File: src/rtl/vga_pkg.sv
// Shared display geometry, direction and FSM encodings for the VGA sprite blocks.
package vga_pkg;

  localparam int unsigned HActive = 640;
  localparam int unsigned VActive = 480;
  localparam int unsigned XWidth  = 10;
  localparam int unsigned YWidth  = 9;

  typedef enum logic [2:0] {
    DirNone,
    DirUp,
    DirDown,
    DirLeft,
    DirRight
  } dir_e;

  typedef enum logic [1:0] {
    StIdle,
    StSample,
    StApply
  } fsm_e;

  // Fixed priority: down beats up, right beats left, vertical beats horizontal.
  function automatic dir_e pick_dir(input logic up, input logic down,
                                    input logic left, input logic right);
    if (down) begin
      return DirDown;
    end else if (up) begin
      return DirUp;
    end else if (right) begin
      return DirRight;
    end else if (left) begin
      return DirLeft;
    end
    return DirNone;
  endfunction

endpackage

File: src/rtl/btn_debounce.sv
// Two-flop synchronizer followed by a stability counter; the output level only
// follows the input once it has held a new value for DEBOUNCE consecutive cycles.
module btn_debounce #(
  parameter int unsigned DEBOUNCE = 1000000
) (
  input  logic clk,
  input  logic reset,
  input  logic btn,
  output logic level
);

  localparam int unsigned CntW = (DEBOUNCE > 1) ? $clog2(DEBOUNCE) : 1;

  logic            sync1_q, sync2_q;
  logic            level_q, level_d;
  logic [CntW-1:0] cnt_q, cnt_d;

  always_ff @(posedge clk or negedge reset) begin
    if (!reset) begin
      sync1_q <= 1'b0;
      sync2_q <= 1'b0;
      level_q <= 1'b0;
      cnt_q   <= '0;
    end else begin
      sync1_q <= btn;
      sync2_q <= sync1_q;
      level_q <= level_d;
      cnt_q   <= cnt_d;
    end
  end

  // Counter only runs while the input disagrees with the accepted level, so any
  // return to the old level clears it.
  always_comb begin
    cnt_d   = '0;
    level_d = level_q;
    if (sync2_q != level_q) begin
      if (cnt_q == CntW'(DEBOUNCE - 1)) begin
        level_d = sync2_q;
      end else begin
        cnt_d = cnt_q + CntW'(1);
      end
    end
  end

  assign level = level_q;

endmodule

File: src/rtl/sprite_move_ctrl.sv
// Moves a square sprite one frame at a time from debounced push-buttons, with
// edge saturation, hold-to-accelerate stepping and a registered hit test.
module sprite_move_ctrl
  import vga_pkg::*;
#(
  parameter int unsigned WIDTH        = HActive,
  parameter int unsigned HEIGHT       = VActive,
  parameter int unsigned SIZE         = 75,
  parameter int unsigned INIT_X       = 240,
  parameter int unsigned INIT_Y       = 200,
  parameter int unsigned DEBOUNCE     = 1000000,
  parameter int unsigned STEP         = 1,
  parameter int unsigned ACCEL_FRAMES = 30,
  parameter int unsigned MAX_STEP     = 4
) (
  input  logic              clk,
  input  logic              reset,
  input  logic              BTNU,
  input  logic              BTND,
  input  logic              BTNL,
  input  logic              BTNR,
  input  logic              screenEnd,
  input  logic [XWidth-1:0] x,
  input  logic [YWidth-1:0] y,
  output logic [XWidth-1:0] sqX,
  output logic [YWidth-1:0] sqY,
  output logic              inBounds,
  output logic              moving
);

  localparam int unsigned StepW  = $clog2(MAX_STEP + 1);
  localparam int unsigned StepW1 = StepW + 1;
  localparam int unsigned CntW   = $clog2(ACCEL_FRAMES + 1);
  localparam int unsigned PosW   = 13;
  localparam int unsigned XW1    = XWidth + 1;
  localparam int unsigned YW1    = YWidth + 1;

  localparam logic signed [PosW-1:0] XMaxS = PosW'(WIDTH - SIZE);
  localparam logic signed [PosW-1:0] YMaxS = PosW'(HEIGHT - SIZE);

  logic db_u, db_d, db_l, db_r;
  logic [3:0] btn_q;
  logic se_s1_q, se_s2_q, se_s3_q;
  logic frame_tick;

  fsm_e state_q, state_d;
  dir_e dir_q, dir_d;
  dir_e last_dir_q, last_dir_d;

  logic [StepW-1:0]  step_q, step_d, step_base, step_eff;
  logic [StepW1-1:0] step_dbl;
  logic [CntW-1:0]   cnt_q, cnt_d, cnt_base, cnt_inc, cnt_next;
  logic [XWidth-1:0] sqx_q, sqx_d, x_sat;
  logic [YWidth-1:0] sqy_q, sqy_d, y_sat;
  logic              in_q, in_d;
  logic              same_dir;

  logic signed [PosW-1:0] x_wide, y_wide, step_s;

  btn_debounce #(.DEBOUNCE(DEBOUNCE)) u_deb_u (.clk(clk), .reset(reset), .btn(BTNU), .level(db_u));
  btn_debounce #(.DEBOUNCE(DEBOUNCE)) u_deb_d (.clk(clk), .reset(reset), .btn(BTND), .level(db_d));
  btn_debounce #(.DEBOUNCE(DEBOUNCE)) u_deb_l (.clk(clk), .reset(reset), .btn(BTNL), .level(db_l));
  btn_debounce #(.DEBOUNCE(DEBOUNCE)) u_deb_r (.clk(clk), .reset(reset), .btn(BTNR), .level(db_r));

  assign frame_tick = se_s2_q & ~se_s3_q;

  always_ff @(posedge clk or negedge reset) begin
    if (!reset) begin
      btn_q      <= '0;
      se_s1_q    <= 1'b0;
      se_s2_q    <= 1'b0;
      se_s3_q    <= 1'b0;
      state_q    <= StIdle;
      dir_q      <= DirNone;
      last_dir_q <= DirNone;
      step_q     <= StepW'(STEP);
      cnt_q      <= '0;
      sqx_q      <= XWidth'(INIT_X);
      sqy_q      <= YWidth'(INIT_Y);
      in_q       <= 1'b0;
    end else begin
      // SAMPLE reads this snapshot, so a debounce change landing on the tick
      // cycle is seen one frame later rather than racing the direction latch.
      btn_q      <= {db_u, db_d, db_l, db_r};
      se_s1_q    <= screenEnd;
      se_s2_q    <= se_s1_q;
      se_s3_q    <= se_s2_q;
      state_q    <= state_d;
      dir_q      <= dir_d;
      last_dir_q <= last_dir_d;
      step_q     <= step_d;
      cnt_q      <= cnt_d;
      sqx_q      <= sqx_d;
      sqy_q      <= sqy_d;
      in_q       <= in_d;
    end
  end

  // The frame that completes ACCEL_FRAMES in a row already moves at the doubled step.
  always_comb begin
    same_dir  = (dir_q == last_dir_q);
    step_base = same_dir ? step_q : StepW'(STEP);
    cnt_base  = same_dir ? cnt_q : '0;
    cnt_inc   = cnt_base + CntW'(1);
    step_dbl  = {step_base, 1'b0};
    if (cnt_inc >= CntW'(ACCEL_FRAMES)) begin
      cnt_next = '0;
      step_eff = (step_dbl > StepW1'(MAX_STEP)) ? StepW'(MAX_STEP) : step_dbl[StepW-1:0];
    end else begin
      cnt_next = cnt_inc;
      step_eff = step_base;
    end
  end

  always_comb begin
    x_wide = $signed(PosW'(sqx_q));
    y_wide = $signed(PosW'(sqy_q));
    step_s = $signed(PosW'(step_eff));
    unique case (dir_q)
      DirRight: x_wide = x_wide + step_s;
      DirLeft:  x_wide = x_wide - step_s;
      DirDown:  y_wide = y_wide + step_s;
      DirUp:    y_wide = y_wide - step_s;
      default:  ;
    endcase

    if (x_wide[PosW-1]) begin
      x_sat = '0;
    end else if (x_wide > XMaxS) begin
      x_sat = XWidth'(WIDTH - SIZE);
    end else begin
      x_sat = x_wide[XWidth-1:0];
    end

    if (y_wide[PosW-1]) begin
      y_sat = '0;
    end else if (y_wide > YMaxS) begin
      y_sat = YWidth'(HEIGHT - SIZE);
    end else begin
      y_sat = y_wide[YWidth-1:0];
    end
  end

  always_comb begin
    state_d    = state_q;
    dir_d      = dir_q;
    last_dir_d = last_dir_q;
    step_d     = step_q;
    cnt_d      = cnt_q;
    sqx_d      = sqx_q;
    sqy_d      = sqy_q;
    moving     = 1'b0;
    case (state_q)
      StIdle: begin
        if (frame_tick) begin
          state_d = StSample;
        end
      end
      StSample: begin
        dir_d   = pick_dir(btn_q[3], btn_q[2], btn_q[1], btn_q[0]);
        state_d = StApply;
      end
      StApply: begin
        state_d = StIdle;
        sqx_d   = x_sat;
        sqy_d   = y_sat;
        moving  = (x_sat != sqx_q) || (y_sat != sqy_q);
        if (dir_q == DirNone) begin
          step_d     = StepW'(STEP);
          cnt_d      = '0;
          last_dir_d = DirNone;
        end else begin
          step_d     = step_eff;
          cnt_d      = cnt_next;
          last_dir_d = dir_q;
        end
      end
      default: state_d = StIdle;
    endcase
  end

  always_comb begin
    in_d = (XW1'(x) >= XW1'(sqx_q)) && (XW1'(x) < XW1'(sqx_q) + XW1'(SIZE)) &&
           (YW1'(y) >= YW1'(sqy_q)) && (YW1'(y) < YW1'(sqy_q) + YW1'(SIZE));
  end

  assign sqX      = sqx_q;
  assign sqY      = sqy_q;
  assign inBounds = in_q;

endmodule
File: config.mk
export PLATFORM = sky130hd
export DESIGN_NAME = sprite_move_ctrl
export DESIGN_NICKNAME = d
export VERILOG_FILES = /design/src/rtl/vga_pkg.sv /design/src/rtl/btn_debounce.sv /design/src/rtl/sprite_move_ctrl.sv
export SDC_FILE = /design/constraint.sdc
export NUM_CORES = 1
export LEC_CHECK = 0
export ABC_AREA = 1
export CAP_MARGIN = 5
export CORE_ASPECT_RATIO = 1.5
export CORE_UTILIZATION = 50
export CTS_CLUSTER_DIAMETER = 60
export DETAILED_ROUTE_END_ITERATION = 10
export DONT_BUFFER_PORTS = 1
export PLACE_DENSITY = 0.67
export RECOVER_POWER = 50
export SLEW_MARGIN = 5
export SYNTH_ARGS = -nofsm -noshare
export SYNTH_HDL_FRONTEND = slang
export SYNTH_SLANG_ARGS = --single-unit
File: constraint.sdc
create_clock -name clk -period 6.05 [get_ports clk]
set_clock_uncertainty 0.15 [all_clocks]
set_input_delay 1.21 -clock clk [delete_from_list [all_inputs] [get_ports clk]]
set_output_delay 1.21 -clock clk [all_outputs]
set_load 0.005 [all_outputs]
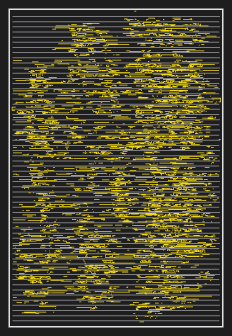
Fig. 1. The metal 1 layer (run 1).
Supply wires on this layer in grey.
share of all routed wire: 40%
main direction: horizontal
via count: 7801
M1 GR Usage: 24.4%

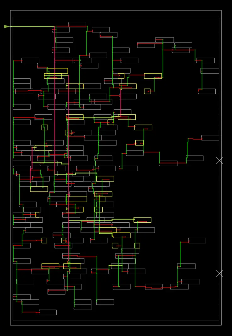
Fig. 2. Clock routing (run 1).
Flops: 135
Num CTS Buffers: 17

==> job_summary.md, run 1 <==
## Synthesis and layout report

| Metric | Value |
|---|---|
| Fin cells | 1450 |
| Vias per inst | 5.38 |
| CP Capture Type | output pin |
| Top cell by count, worst path | nand2_1 |
| Crit start category | flop |
| HP Class | flop to flop |
| Vias in the first global route | 7788 |
| Post-synth EDFFs | 0 |
| Async set-reset flop share out of synthesis | 100% |
| Chip Area, Yosys | 0.00903 sq mm |
| Clk slew on worst S/H paths | 60 ps |
| Arr. time, crit path | 4390 ps |
| Mapped Area | 0.00903 sq mm |
| Gr ovfl total | 0 |
| P_sw | 0.789 mW |
| RSZ-0062 raised after global routing | false |
| # DRC | 2 |
| XOR Share, Synth | 3.49% |
| Finished Core Util | 57.5% |
| Sequential share of power | 38.9% |
| Synth area leaders | dfrtp_1 (35%), nand2_1 (11%), ha_1 (8.0%) |
| Net count after synthesis | 1301 |
| Clock power frac | 40.8% |
| Clk sinks | 135 |
| Ratio of cells with drive above 1 in the final layout | 12.3% |
| Maxcap violations | 0 |
| Ao+oa area frac | 9.65% |
| GR Layer Usage met2 | 43.1% |
| Seq/total area | 33.7% |
| # fillers | 1625 |
| I/O Buffers | 0 |
| Adder share | 8.92% |
| Final period utilization | 95.0% |
| Cell with the most instances after synthesis | nand2_1 |
| Nets | 1312 |
| Reg-to-Reg Start | dir_q[2] |
| Post-synth seq share | 37.5% |
| Failing checks | DRC |
| Min Tclk post-route | 5750 ps |
| Synth Area in Simple Gates | 31.2% |
| Hold endpoint | u_deb_l.sync2_q |
| Max rail drop VDD | 0.188 mV |
| Hold Path Origin | u_deb_l.sync1_q |
| Run status | complete, but fails checks |
| Initial antenna violation count | 0 |
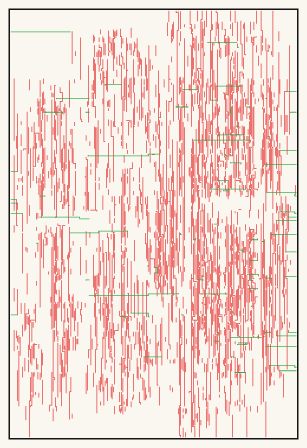
Fig. 3. Metal layers overlaid (run 1).
Two of the layers only.
| colour | layer | wire length |
|---|---|---|
| red | M2 | 10800 um |
| green | M3 | 474 um |
Post-Route WL: 19900 um
Total GRT Usage: 22.8%
routed len/inst: 13.8 um

[run 1: how the worst max path moves through the flow]
stage / cells after the start / to / from / slack (ps)
final: 30 / moving / dir_q[2] / 300
after global placement: 30 / moving / dir_q[2] / 170
after detailed placement: 30 / moving / dir_q[2] / 40
after global routing: 30 / moving / dir_q[2] / 5
after CTS: 30 / moving / dir_q[2] / 20
after floorplan: 31 / moving / dir_q[1] / 590
[run 1: state kept, by name, indices dropped and copies added (netlist names), 2 cells and up]
register,cells
btn_q,4
cnt_q,5
dir_q,3
last_dir_q,3
sqX,10
sqY,9
state_q,2
step_q,3
u_deb_d.cnt_q,20
u_deb_l.cnt_q,20
u_deb_r.cnt_q,20
u_deb_u.cnt_q,20
Fig. 4: run 1, layout detail
Bar = 10 um. Region (41, 68) to (71, 98) um. Cells in grey, sequential cells in the stronger grey; small squares are vias.
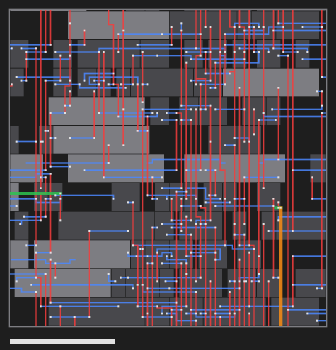

==> run 2: changes to the inputs <==
--- a/config.mk
+++ b/config.mk
@@ -12,6 +12,7 @@
 export CTS_CLUSTER_DIAMETER = 60
 export DETAILED_ROUTE_END_ITERATION = 10
 export DONT_BUFFER_PORTS = 1
+export HOLD_SLACK_MARGIN = 0.12
 export PLACE_DENSITY = 0.67
 export RECOVER_POWER = 50
 export SLEW_MARGIN = 5
==> constraint.sdc (replaced) <==
create_clock -name clk -period 6.05 [get_ports clk]
set_clock_uncertainty 0.15 [all_clocks]
set_input_delay 1.21 -clock clk [delete_from_list [all_inputs] [get_ports clk]]
set_output_delay 1.21 -clock clk [all_outputs]
set_load 0.05 [all_outputs]
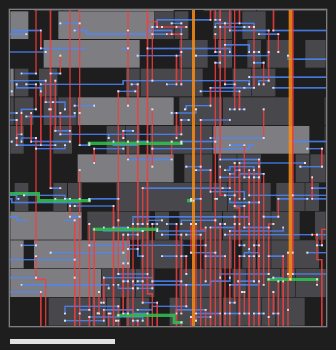
Fig. 5. Layout detail (run 2).
Bar = 10 um. Region (41, 68) to (71, 98) um. Cells in grey, sequential cells in the stronger grey; small squares are vias.
| colour | layer |
|---|---|
| green | M3 |
| blue | M1 |
| orange | M4 |
| red | M2 |
most frequent: buf_4 (11), inv_1 (9), dfrtp_1 (8)
cells with their middle in the window: 77
sequential cells in the window: 8
netlist names of flops here include: cnt_q (2), dir_q (2), last_dir_q (2)

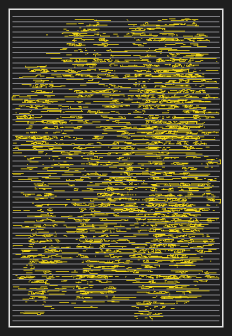
Fig. 6. The metal 1 layer (run 2).
Supply wires on this layer in grey.
nets with wire on the layer: 1249
longest straight run: 20.7 um
share of all routed wire: 40%
wire length on this layer: 8150 um
M1 GR Usage: 24.7%
Post-Route WL: 20300 um
via count: 7928

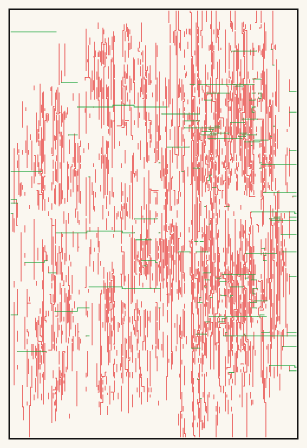
Fig. 7. Metal layers overlaid (run 2).
Two of the layers only.
| colour | layer | wire length |
|---|---|---|
| green | M3 | 649 um |
| red | M2 | 10700 um |
routed len/inst: 13.9 um
Total GRT Usage: 22.5%

==> job_summary.md, run 2 <==
## Synthesis and layout report

| Metric | Value |
|---|---|
| Fin cells | 1461 |
| Arr. time, crit path | 4550 ps |
| Cell with the most instances after synthesis | nand2_1 |
| Clk slew on worst S/H paths | 60 ps |
| Met1 WL | 8150 um |
| Maxcap violations | 0 |
| Chip Area, Yosys | 0.00903 sq mm |
| Async set-reset flop share out of synthesis | 100% |
| TNS Setup | 0 ps |
| CP Capture Type | output pin |
| Reg-to-Reg Start | last_dir_q[1] |
| HP Class | flop to flop |
| Num CTS Buffers | 17 |
| Max Used Layer | met4 |
| Run status | complete, but fails checks |
| RSZ-0062 raised after global routing | true |
| Dominant logic cell types in the final layout | nand2_1 (240), inv_1 (148), dfrtp_1 (127) |
| Vias per inst | 5.43 |
| Min Tclk post-route | 5910 ps |
| P_sw | 0.824 mW |
| Synth area leaders | dfrtp_1 (35%), nand2_1 (11%), ha_1 (8.0%) |
| Top cell by count, worst path | nand2_1 |
| Nets | 1324 |
| Sequential share of power | 38.5% |
| Gr ovfl total | 0 |
| Initial antenna violation count | 0 |
| Max rail drop VDD | 0.176 mV |
| Clk sinks | 135 |
| Crit path depth | 30 |
| CP startpoint | last_dir_q[1] |
| Net count after synthesis | 1301 |
| Post-synth seq share | 37.5% |
| Clock power frac | 39.2% |
| Ratio of cells with drive above 1 in the final layout | 14.0% |
| Failing checks | DRC |
| GR Layer Usage met2 | 41.3% |
| Post-synth EDFFs | 0 |
| Hold Path Origin | u_deb_d.sync1_q |
| Mapped Area | 0.00903 sq mm |
| CP endpoint | moving |
| Crit start category | flop |
| Hold endpoint | u_deb_d.sync2_q |
| Vias in the first global route | 7728 |
| # DRC | 2 |
[run 2: cell families after synthesis]
group,synth area share (%)
compound gates,9.65
xor+xnor,3.49
fa+ha+maj,8.92
buf+inv,8.68
flops,37.5
mux,0.499
simple gates,31.2
[run 2: area by class of cell]
cell class / count / area, sq um
inverter: 168 / 638
tap: 213 / 267
clock inverter: 11 / 150
sequential: 135 / 3390
multi-input combinational: 888 / 5140
fill: 1614 / 7250
timing repair buffer: 26 / 220
clock buffer: 20 / 437
[run 2: worst register-to-register path: cells and delay by family (launching register included)]
kind	cells	cell delay, ps
compound gates	3	370
simple gates	18	1670
flops	1	410
fa+ha+maj	2	610
buf+inv	4	410
xor+xnor	1	230
Fig. 8: run 2, met4 routing
Supply wires on this layer in grey.
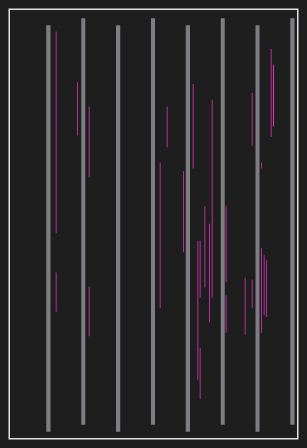

==> run 3: changes to the inputs <==
--- a/config.mk
+++ b/config.mk
@@ -8,14 +8,13 @@
 export ABC_AREA = 1
 export CAP_MARGIN = 5
 export CORE_ASPECT_RATIO = 1.5
-export CORE_UTILIZATION = 50
+export CORE_UTILIZATION = 58
 export CTS_CLUSTER_DIAMETER = 60
 export DETAILED_ROUTE_END_ITERATION = 10
 export DONT_BUFFER_PORTS = 1
 export HOLD_SLACK_MARGIN = 0.12
-export PLACE_DENSITY = 0.67
+export PLACE_DENSITY = 0.76
 export RECOVER_POWER = 50
-export SLEW_MARGIN = 5
 export SYNTH_ARGS = -nofsm -noshare
 export SYNTH_HDL_FRONTEND = slang
 export SYNTH_SLANG_ARGS = --single-unit
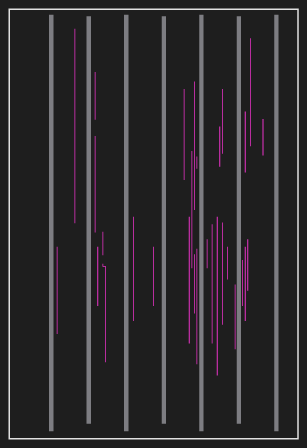
Fig. 9. Met4 routing (run 3).
Supply wires on this layer in grey.
longest straight run: 70.0 um
wire length on this layer: 864 um
share of all routed wire: 4.1%
main direction: vertical
nets with wire on the layer: 28
Post-Route WL: 20900 um
via count: 8063

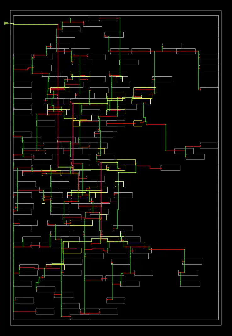
Fig. 10. Clock routing (run 3).
Worst-Skew Late Latency: 420 ps
CLK BUF: 18
clk sinks: 135

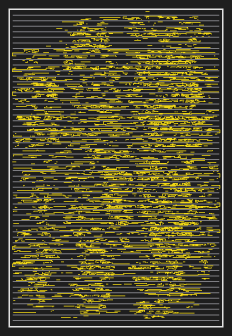
Fig. 11. The metal 1 layer (run 3).
Supply wires on this layer in grey.
main direction: horizontal
share of all routed wire: 39%
longest straight run: 44.2 um
wire length on this layer: 8060 um
nets with wire on the layer: 1230
M1 GR Usage: 28.1%

==> job_summary.md, run 3 <==
## Synthesis and layout report

| Metric | Value |
|---|---|
| Crit start category | flop |
| Sequential share of power | 38.3% |
| Routed len/inst | 14.4 um |
| Post-synth EDFFs | 0 |
| Non-CTS inverters | 168 |
| Initial antenna violation count | 0 |
| Clock power frac | 40.2% |
| Max Used Layer | met4 |
| Met1 WL | 8060 um |
| Final period utilization | 99.5% |
| Dominant logic cell types in the final layout | nand2_1 (238), inv_1 (147), dfrtp_1 (127) |
| Register area | 0.00339 sq mm |
| Num CTS Buffers | 17 |
| CP startpoint | dir_q[1] |
| CP endpoint | moving |
| Reg-to-Reg Start | dir_q[1] |
| Crit path depth | 32 |
| Cell with the most instances after synthesis | nand2_1 |
| Final-layout clock-cell area share | 5.82% |
| Combinational share of cell area | 50.6% |
| Min Tclk post-route | 6020 ps |
| Net count after synthesis | 1301 |
| Gr ovfl total | 0 |
| Finished Core Util | 68.4% |
| Maxcap violations | 0 |
| Nets | 1326 |
| Max rail drop VDD | 0.238 mV |
| P_sw | 0.847 mW |
| Seq/total area | 32.7% |
| Arr. time, crit path | 4660 ps |
| Mapped Area | 0.00903 sq mm |
| Post-synth seq share | 37.5% |
| Ratio of cells with drive above 1 in the final layout | 15.4% |
| CP Capture Type | output pin |
| # fillers | 1257 |
| Total GRT Usage | 25.7% |
| I/O Buffers | 0 |
| Comb gates | 889 |
| Run status | finished, final reports clean |
| Synth area leaders | dfrtp_1 (35%), nand2_1 (11%), ha_1 (8.0%) |
| Async set-reset flop share out of synthesis | 100% |
run 3: netlist changes by cell type in the layout (fill, tap and decap cells not counted), sizes merged:
cell,previous run,this run
clkinv,7,8
clkinvlp,2,1
buf,26,27
inv,167,169
clkbuf,20,18
nor2,144,145
run 3: per-stage QoR:
stage	cells	setup WS, ps	TNS, ps
global placement	1403	253	0
floorplan	1213	333	0
finish	1449	28.3	0
detailed placement	1403	108	0
CTS	1438	7.22	0
global route	1449	-222	-222
run 3: cell families (layout without fill, tap and decap cells):
group           after synthesis  count (layout)  share of synthesized area, %
simple gates                626             628                          31.2
xor+xnor                     36              36                          3.49
flops                       135             135                          37.5
mux                           4               4                         0.499
buf+inv                     191             226                          8.68
compound gates              159             159                          9.65
fa+ha+maj                    62              62                          8.92
No activity file was given, so power comes from the tool's default toggle rates.
